Design register_file, sky130hd; sources not shown.
**Signal wires by layer**

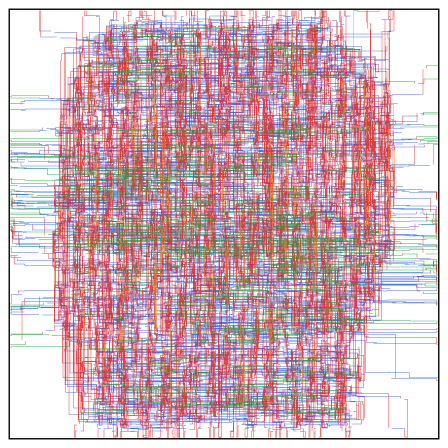
legend:
  red:
    layer: metal 2
    wire_length: 109 mm
  green:
    layer: metal 3
    wire_length: 25.4 mm
  blue:
    layer: metal 1
    wire_length: 95.0 mm
  orange:
    layer: metal 4
    wire_length: 7,240 um
combined global-route utilization of all metal layers: 0.297
detailed-route via count: 42.0k
wire length per cell after detailed routing: 39.4 um
overall routed net length: 236 mm

**Cell placement**

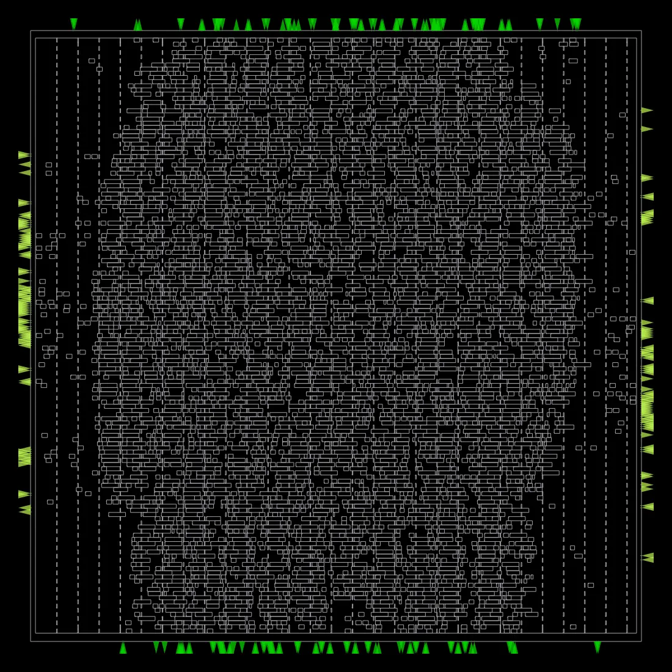
Core ar.: 0.153 sq mm
Tapcell Cnt: 2,030
row count: 143
share of cell area taken by flip-flops and latches: 0.456
post-layout util: 0.414

==> impl_results.rst <==
Synthesis and place-and-route
=============================

.. list-table::
   :header-rows: 1

   * - Metric
     - Value
   * - Number of gates resized after cts
     - 0
   * - TritonCTS clock tree
     - built
   * - Number of remaining DRC errors
     - 0
   * - Post-synthesis instance area
     - around 0.054 sq mm
   * - Width of the die
     - 399 um
   * - Final net count
     - 4,008
   * - Post-synthesis compound-gate area fraction
     - 0.225
   * - Non-filler cells in the finished layout
     - approximately 6k
   * - Area growth from synthesis to layout
     - 16.9%
   * - Top FF cell, synth
     - edfxtp_1
   * - Count of cells along the worst hold path
     - 2
   * - Largest buffer count on any clock path
     - 3
   * - Yosys Warn Count
     - 0
   * - Post-Place Cells
     - just under 6k
   * - Data required time of the worst path
     - between 4000 and 5000 ps
   * - CP Capture Type
     - output pin
   * - Instance tally after logic synthesis
     - 3,837
   * - Core Density at Floorplan
     - 0.354
   * - Slew at the pin closest to its max-slew limit
     - 1130 ps
   * - Post-layout minimum cycle time
     - 5810 ps
   * - Clock buffers created by TritonCTS
     - ~110
   * - Post-place setup slack
     - 232 ps
   * - Result of the run
     - completed
   * - Final count of hold timing violations
     - 0
   * - Worst-path fanout max
     - 25
   * - Cell variety after synth
     - 44
   * - Unrepaired setup endpoints after global routing
     - false
   * - Top cell type's share of synthesized area
     - 0.533
   * - Initial DRC Count
     - about 5.8k
   * - Minimum hold slack
     - 1710 ps
## metal layers
layer	vias up	share of wire	GRT usage
met2	2840	0.46	0.452
met4	0	0.031	0.100
met5	-	0	-
met3	502	0.11	0.0617
met1	22328	0.40	0.395
li1	16345	-	-
## power by group
part           switching [W]  internal, W  leakage [nW]
clock                0.00289      0.00387          1.71
sequential          0.000265      0.00794          9.34
combinational        0.00166      0.00119          10.9
## through the flow
stage | cell area [sq um] | power, W
floorplan | 51800 | 0.00944
global route | 63200 | 0.0183
global placement | 59700 | 0.0111
CTS | 63200 | 0.0178
finish | 63300 | 0.0178
detailed placement | 59700 | 0.0111
## cells by family (layout without fill, tap and decap cells)
| kind of cell | count (synthesis) | after routing |
|---|---|---|
| buf+inv | 613 | 727 |
| other cells | 0 | 13 |
| mux | 640 | 640 |
| compound gates | 1480 | 1480 |
| simple gates | 144 | 144 |
| flops | 960 | 960 |
## critical path, cell delays in order
cell,delay [ps]
clkdlybuf4s50_1,790
and3b_4,340
buf_12,260
a221oi_1,160
o21ai_0,460
clkdlybuf4s50_1,620
## final cells by class
| cell class | count | area, sq um | area share |
|---|---|---|---|
| diodes | 13 | 32.5 | 0.000514 |
| clock buffers | 129 | 2800 | 0.0443 |
| clock inverters | 70 | 674 | 0.0107 |
| inverters | 64 | 241 | 0.00382 |
| flip-flops and latches | 960 | 28800 | 0.456 |
| well taps | 2030 | 2540 | 0.0402 |
| multi-input cells | 2264 | 23000 | 0.364 |
| repair buffers | 464 | 5130 | 0.0811 |
## cell usage in the layout, fill, tap and decap left out, drive strengths merged, types with 17 or more instances in the layout
cell           Yosys  layout
a221oi            62      62
edfxtp           960     960
clkinv             1      52
mux4             257     257
mux2i            320     320
o211ai            63      63
nor2              17      17
buf              210     196
o221ai            64      64
o22ai            126     126
nand2             68      68
clkdlybuf4s50      0     267
clkbuf           339     130
a22oi            125     125
mux2              63      63
o21ai             65      65
a22o             960     960
inv               63      69
Power is estimated from default activity; no workload was simulated.
